==> src/rtl/lcd_fetch_pkg.sv <==
// Shared types and geometry helpers for the LCD frame-fetch controller.
package lcd_fetch_pkg;

  localparam int unsigned PIX_W = 16;

  typedef enum logic [2:0] {
    StIdle,
    StCheck,
    StReq,
    StRecv,
    StDone
  } state_t;

  function automatic int unsigned frame_words(input int unsigned h_disp, input int unsigned v_disp);
    return h_disp * v_disp;
  endfunction

  function automatic int unsigned bursts_per_frame(input int unsigned h_disp,
                                                   input int unsigned v_disp,
                                                   input int unsigned burst_len);
    return frame_words(h_disp, v_disp) / burst_len;
  endfunction

  // Bursts must tile the frame exactly and the FIFO must hold two bursts.
  function automatic bit params_ok(input int unsigned h_disp, input int unsigned v_disp,
                                   input int unsigned burst_len, input int unsigned depth);
    return (burst_len != 0) && ((frame_words(h_disp, v_disp) % burst_len) == 0) &&
           (depth >= 2 * burst_len) && ((depth & (depth - 1)) == 0);
  endfunction

endpackage

==> src/rtl/lcd_fetch_ctrl_if.sv <==
// SDRAM read-port bundle between the fetch controller (master) and the read arbiter (slave).
interface lcd_fetch_ctrl_if #(
  parameter int unsigned ADDR_W = 24
);
  logic              rd_req;
  logic              rd_ack;
  logic [ADDR_W-1:0] rd_addr;
  logic              rd_valid;
  logic [15:0]       rd_data;

  modport master (output rd_req, output rd_addr, input rd_ack, input rd_valid, input rd_data);
  modport slave  (input rd_req, input rd_addr, output rd_ack, output rd_valid, output rd_data);
endinterface

==> src/rtl/lcd_pix_fifo.sv <==
// Pixel FIFO with flush; read data is registered and reads zero when popped while empty.
module lcd_pix_fifo #(
  parameter int unsigned DEPTH = 64,
  parameter int unsigned WIDTH = 16,
  localparam int unsigned CntW = $clog2(DEPTH + 1)
) (
  input  logic             clk,
  input  logic             rst,
  input  logic             flush,
  input  logic             push,
  input  logic [WIDTH-1:0] push_data,
  input  logic             pop,
  output logic [WIDTH-1:0] rd_data,
  output logic [CntW-1:0]  count,
  output logic             empty
);
  localparam int unsigned AW = $clog2(DEPTH);

  logic [WIDTH-1:0] mem_q [DEPTH];
  logic [AW-1:0]    wr_ptr_q, rd_ptr_q;
  logic [CntW-1:0]  count_q;
  logic             do_push, do_pop;

  assign empty   = (count_q == '0);
  assign count   = count_q;
  assign do_push = push && (count_q != CntW'(DEPTH));
  assign do_pop  = pop && !empty;

  always_ff @(posedge clk) begin
    if (rst) begin
      wr_ptr_q <= '0;
      rd_ptr_q <= '0;
      count_q  <= '0;
      rd_data  <= '0;
    end else begin
      // Read port still sees the pre-flush head when pop and flush coincide.
      if (pop) rd_data <= do_pop ? mem_q[rd_ptr_q] : '0;
      if (flush) begin
        wr_ptr_q <= '0;
        rd_ptr_q <= '0;
        count_q  <= '0;
      end else begin
        if (do_push) wr_ptr_q <= wr_ptr_q + AW'(1);
        if (do_pop)  rd_ptr_q <= rd_ptr_q + AW'(1);
        case ({do_push, do_pop})
          2'b10:   count_q <= count_q + CntW'(1);
          2'b01:   count_q <= count_q - CntW'(1);
          default: count_q <= count_q;
        endcase
      end
    end
  end

  always_ff @(posedge clk) begin
    if (do_push && !flush) mem_q[wr_ptr_q] <= push_data;
  end
endmodule

==> src/rtl/lcd_fetch_ctrl.sv <==
// Frame-fetch controller: burst-reads the frame buffer into a pixel FIFO for lcd_driver.
module lcd_fetch_ctrl
  import lcd_fetch_pkg::*;
#(
  parameter int unsigned H_DISP     = 480,
  parameter int unsigned V_DISP     = 272,
  parameter int unsigned BURST_LEN  = 16,
  parameter int unsigned FIFO_DEPTH = 64,
  parameter int unsigned ADDR_W     = 24,
  parameter logic [ADDR_W-1:0] FRAME_BASE = '0
) (
  input  logic             clk,
  input  logic             rst,
  input  logic             frame_start,
  input  logic             lcd_request,
  output logic [PIX_W-1:0] lcd_data,
  lcd_fetch_ctrl_if.master rd,
  output logic             frame_busy,
  output logic             frame_done,
  output logic             underflow
);
  localparam int unsigned Bpf   = bursts_per_frame(H_DISP, V_DISP, BURST_LEN);
  localparam int unsigned BcW   = $clog2(Bpf + 1);
  localparam int unsigned BeatW = $clog2(BURST_LEN + 1);
  localparam int unsigned CntW  = $clog2(FIFO_DEPTH + 1);

  if (!params_ok(H_DISP, V_DISP, BURST_LEN, FIFO_DEPTH)) begin : g_bad_params
    $error("lcd_fetch_ctrl: BURST_LEN must divide the frame, FIFO_DEPTH pow2 >= 2*BURST_LEN");
  end

  state_t            state_q, state_d;
  logic [BcW-1:0]    burst_cnt_q, burst_cnt_d;
  logic [ADDR_W-1:0] addr_q, addr_d;
  logic [BeatW-1:0]  beat_q, beat_d;
  logic              pend_q, pend_d;
  logic              uf_q, uf_d;
  logic              restart, fifo_push, fifo_empty;
  logic [CntW-1:0]   fifo_count;

  assign rd.rd_req  = (state_q == StReq);
  assign rd.rd_addr = addr_q;
  assign frame_busy = (state_q != StIdle);
  assign frame_done = (state_q == StDone);
  assign underflow  = uf_q;
  // Beats of a burst overtaken by a restart are absorbed but never stored.
  assign fifo_push  = (state_q == StRecv) && rd.rd_valid && !pend_q;

  always_comb begin
    state_d     = state_q;
    burst_cnt_d = burst_cnt_q;
    addr_d      = addr_q;
    beat_d      = beat_q;
    pend_d      = pend_q;
    restart     = 1'b0;
    unique case (state_q)
      StIdle: begin
        if (frame_start) begin
          restart = 1'b1;
          state_d = StCheck;
        end
      end
      StCheck: begin
        if (frame_start)                           restart = 1'b1;
        else if (burst_cnt_q == BcW'(Bpf))         state_d = StDone;
        else if (fifo_count <= CntW'(FIFO_DEPTH - BURST_LEN)) state_d = StReq;
      end
      StReq: begin
        if (frame_start) pend_d = 1'b1;
        if (rd.rd_ack) begin
          state_d = StRecv;
          beat_d  = '0;
        end
      end
      StRecv: begin
        if (frame_start) pend_d = 1'b1;
        if (rd.rd_valid) begin
          beat_d = beat_q + BeatW'(1);
          if (beat_q == BeatW'(BURST_LEN - 1)) begin
            state_d = StCheck;
            if (pend_q || frame_start) begin
              restart = 1'b1;
            end else begin
              burst_cnt_d = burst_cnt_q + BcW'(1);
              addr_d      = addr_q + ADDR_W'(BURST_LEN);
            end
          end
        end
      end
      StDone: begin
        restart = frame_start;
        state_d = frame_start ? StCheck : StIdle;
      end
      default: state_d = StIdle;
    endcase
    if (restart) begin
      burst_cnt_d = '0;
      addr_d      = FRAME_BASE;
      pend_d      = 1'b0;
    end
    uf_d = uf_q;
    if (frame_start)                     uf_d = 1'b0;
    else if (lcd_request && fifo_empty)  uf_d = 1'b1;
  end

  always_ff @(posedge clk) begin
    if (rst) begin
      state_q     <= StIdle;
      burst_cnt_q <= '0;
      addr_q      <= FRAME_BASE;
      beat_q      <= '0;
      pend_q      <= 1'b0;
      uf_q        <= 1'b0;
    end else begin
      state_q     <= state_d;
      burst_cnt_q <= burst_cnt_d;
      addr_q      <= addr_d;
      beat_q      <= beat_d;
      pend_q      <= pend_d;
      uf_q        <= uf_d;
    end
  end

  lcd_pix_fifo #(
    .DEPTH (FIFO_DEPTH),
    .WIDTH (PIX_W)
  ) u_fifo (
    .clk       (clk),
    .rst       (rst),
    .flush     (restart),
    .push      (fifo_push),
    .push_data (rd.rd_data),
    .pop       (lcd_request),
    .rd_data   (lcd_data),
    .count     (fifo_count),
    .empty     (fifo_empty)
  );
endmodule

==> src/flat_wrapper.sv <==
// flat-port wrapper written by rule: the top's interface ports become plain ports
module lcd_fetch_ctrl_flat import lcd_fetch_pkg::*;
#(
  parameter int unsigned H_DISP     = 480,
  parameter int unsigned V_DISP     = 272,
  parameter int unsigned BURST_LEN  = 16,
  parameter int unsigned FIFO_DEPTH = 64,
  parameter int unsigned ADDR_W     = 24,
  parameter logic [ADDR_W-1:0] FRAME_BASE = '0
)
  (clk, rst, frame_start, lcd_request, lcd_data, frame_busy, frame_done, underflow, rd_rd_req, rd_rd_addr, rd_rd_ack, rd_rd_valid, rd_rd_data);
  lcd_fetch_ctrl_if #(.ADDR_W(ADDR_W)) rd_i ();
  input  logic clk;
  input  logic rst;
  input  logic frame_start;
  input  logic lcd_request;
  output logic [PIX_W-1:0] lcd_data;
  output logic frame_busy;
  output logic frame_done;
  output logic underflow;
  output wire logic [$bits(rd_i.rd_req)-1:0] rd_rd_req;
  output wire logic [$bits(rd_i.rd_addr)-1:0] rd_rd_addr;
  input wire logic [$bits(rd_i.rd_ack)-1:0] rd_rd_ack;
  input wire logic [$bits(rd_i.rd_valid)-1:0] rd_rd_valid;
  input wire logic [$bits(rd_i.rd_data)-1:0] rd_rd_data;
  assign rd_rd_req = rd_i.rd_req;
  assign rd_rd_addr = rd_i.rd_addr;
  assign rd_i.rd_ack = rd_rd_ack;
  assign rd_i.rd_valid = rd_rd_valid;
  assign rd_i.rd_data = rd_rd_data;
  lcd_fetch_ctrl #(.H_DISP(H_DISP), .V_DISP(V_DISP), .BURST_LEN(BURST_LEN), .FIFO_DEPTH(FIFO_DEPTH), .ADDR_W(ADDR_W), .FRAME_BASE(FRAME_BASE)) u_core (.clk(clk), .rst(rst), .frame_start(frame_start), .lcd_request(lcd_request), .lcd_data(lcd_data), .rd(rd_i), .frame_busy(frame_busy), .frame_done(frame_done), .underflow(underflow));
endmodule
==> config.mk <==
export PLATFORM = sky130hd
export DESIGN_NAME = lcd_fetch_ctrl_flat
export DESIGN_NICKNAME = d
export VERILOG_FILES = /design/src/rtl/lcd_fetch_pkg.sv /design/src/rtl/lcd_fetch_ctrl_if.sv /design/src/rtl/lcd_pix_fifo.sv /design/src/rtl/lcd_fetch_ctrl.sv /design/src/flat_wrapper.sv
export SDC_FILE = /design/constraint.sdc
export NUM_CORES = 1
export LEC_CHECK = 0
export ABC_AREA = 1
export CORE_ASPECT_RATIO = 1.4
export CORE_UTILIZATION = 55
export DETAILED_ROUTE_END_ITERATION = 10
export PLACE_DENSITY_LB_ADDON = 0.12
export SLEW_MARGIN = 5
export SYNTH_ARGS = -nofsm -noshare
export SYNTH_HDL_FRONTEND = slang
export SYNTH_SLANG_ARGS = --single-unit
==> constraint.sdc <==
create_clock -name clk -period 2.7 [get_ports clk]
set_input_delay 0.405 -clock clk [delete_from_list [all_inputs] [get_ports clk]]
set_output_delay 0.405 -clock clk [all_outputs]
set_load 0.005 [all_outputs]
==> run summary <==
Crit Path Class -> flip-flop to flip-flop
cell chain of the critical path -> ha_1 -> nand2_1 -> nor2_1 -> ha_1 -> nor3b_2 -> nor2_2 -> nand4_2 -> buf_12 -> nor2_1 -> buf_12
startpoint type of the worst setup path -> flip-flop
CP endpoint kind -> flip-flop
H-tree Lvls -> 3
Top reg by flops -> u_core.u_fifo.mem_q
Final WS setup -> 0.0962 ns
TritonCTS clock tree -> done
FF+latch area -> 0.0324 mm2
largest net degree at the start of global routing -> 122
RePlAce Congestion -> 0.909
leakage power -> 18.5 nW
Simple-Gate Area Share -> 23.4%
Final Instance Area -> 0.0519 mm2
Unique cell types -> 43
antenna cells -> 0
Reg power frac -> 45.0%
Seq/total area -> 62.5%
hold_ws -> 0.121 ns
Setup crit end -> u_core.u_fifo.mem_q[24][1]$_DFFE_PP_
Synth top cells by count -> 1,417 x nand2_1, 1,024 x edfxtp_1, 882 x nand3_1, 124 x buf_2, 110 x nor2_1
power share of the combinational group -> 22.2%
outcome -> completed
Post-synth seq share -> 71.5%
R2R Path End -> u_core.u_fifo.mem_q[24][1]$_DFFE_PP_
Hold Crit Class -> input pin to flip-flop
fillers -> 6,363
clkbuf count -> 133
Adder Share, Synth -> 0.403%
slew at the pin with the worst max-slew slack -> 0.922 ns
chip area -> 0.0836 mm2
clock skew -> 0.0196 ns
clk_lat worst skew -> 0.67 ns
Inverters -> 94
grt met1 use -> 39.2%
Synth flops -> 1,108
syn_area_per_cell -> 11.2 um2
worst-path cell with the longest stage delay -> dfxtp_1
number of routed nets with antenna violations -> 0
final global-route overflow total -> 0
pre-CTS setup slack -> -0.198 ns
Setup Buffers After CTS -> 0
Power, Total -> 42.3 mW
NonClk Buf Share -> 5.99%
Metal-1 WL -> 48.2 mm
CTS Sinks -> 1,108
P_clk -> 13.9 mW
cell row count -> 124
hold path endpoint -> u_core.u_fifo.mem_q[5][3]$_DFFE_PP_
combinational power -> 9.42 mW
cts hold-fix bufs -> 0
share of cells above drive strength 1 -> 9.10%
Max-Cap Viols -> 0
setup TNS -> 0 ns
Slew Limit Fails -> 0
tool warnings -> 32
DP HPWL -> 76.0 mm
Worst EP arrival -> 2.97 ns
logic area -> 0.0115 mm2
Clock buf/inv share -> 6.04%
Internal Power -> 29.7 mW
Final Setup Violations -> 0
Dominant Register Cell -> edfxtp_1
synthesized area -> 0.0454 mm2
Final Non-Filler Cells -> 5,315
power per cell area -> 816 mW/mm2
Worst Reg-to-Reg Cells -> 10
comb_multi_in -> 2,605
**The metal 1 layer**

Supply wires on this layer in grey.
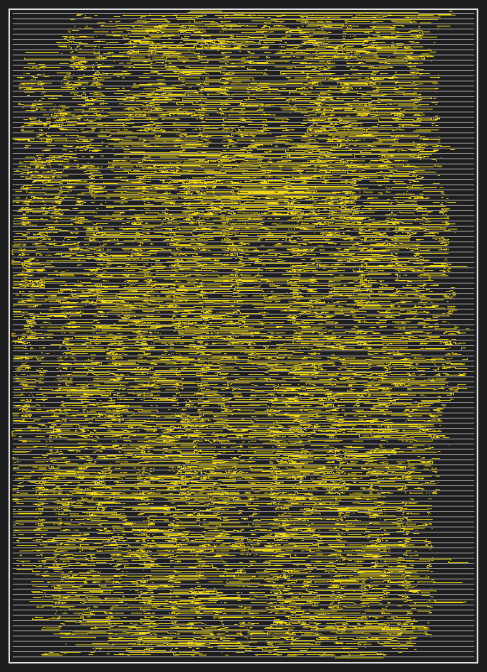
nets with wire on the layer = 3,847
share of all routed wire = 39%
main direction = horizontal
wire length on this layer = 48.2 mm
longest straight run = 121 um
vias after detailed routing: 30,500
Routed WL: 122 mm

**Metal layers overlaid**

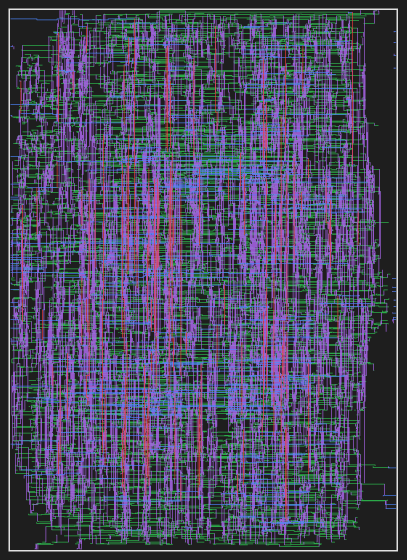
M4 -> red  # wire length 5,040 um
M3 -> blue  # wire length 8,700 um
M2 -> purple  # wire length 60.2 mm
M1 -> green  # wire length 48.2 mm
routed len/inst: 23.0 um
gr usage total: 29.5%

**Routed metal per tile**

The die is cut into 24 by 34 equal tiles; black is low, pale yellow is high, scaled to the fullest tile. Values are wire area over tile area, all layers added.
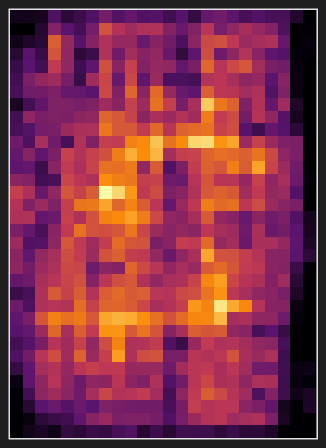
fullest tile = 0.61
nearly empty tiles = 5.4%
densest ninth of the die = middle
tiles over half the peak = 29%

**Cell placement**

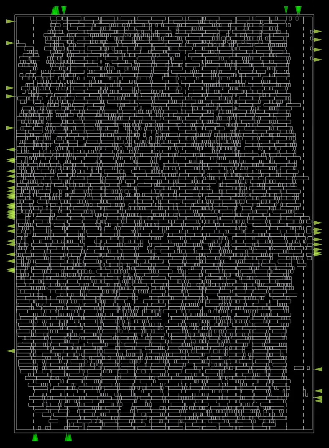
Core Area: 0.0816 mm2
# Taps: 1,071

**Cells coloured by class**

The bar under the picture is 50 um long. Fill, decap, tap and diode cells in grey.
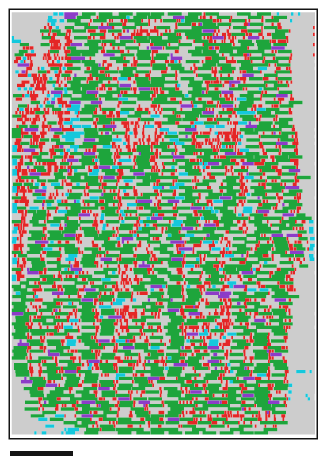
remaining buffers and delay cells -> cyan  # cells 261, share of their area 6.2%
clock drivers and dummy loads -> purple  # cells 176, share of their area 6.2%
registers -> green  # cells 1,108, share of their area 64%
remaining logic cells -> red  # cells 2,699, share of their area 23%

No activity file was given, so power comes from the tool's default toggle rates.
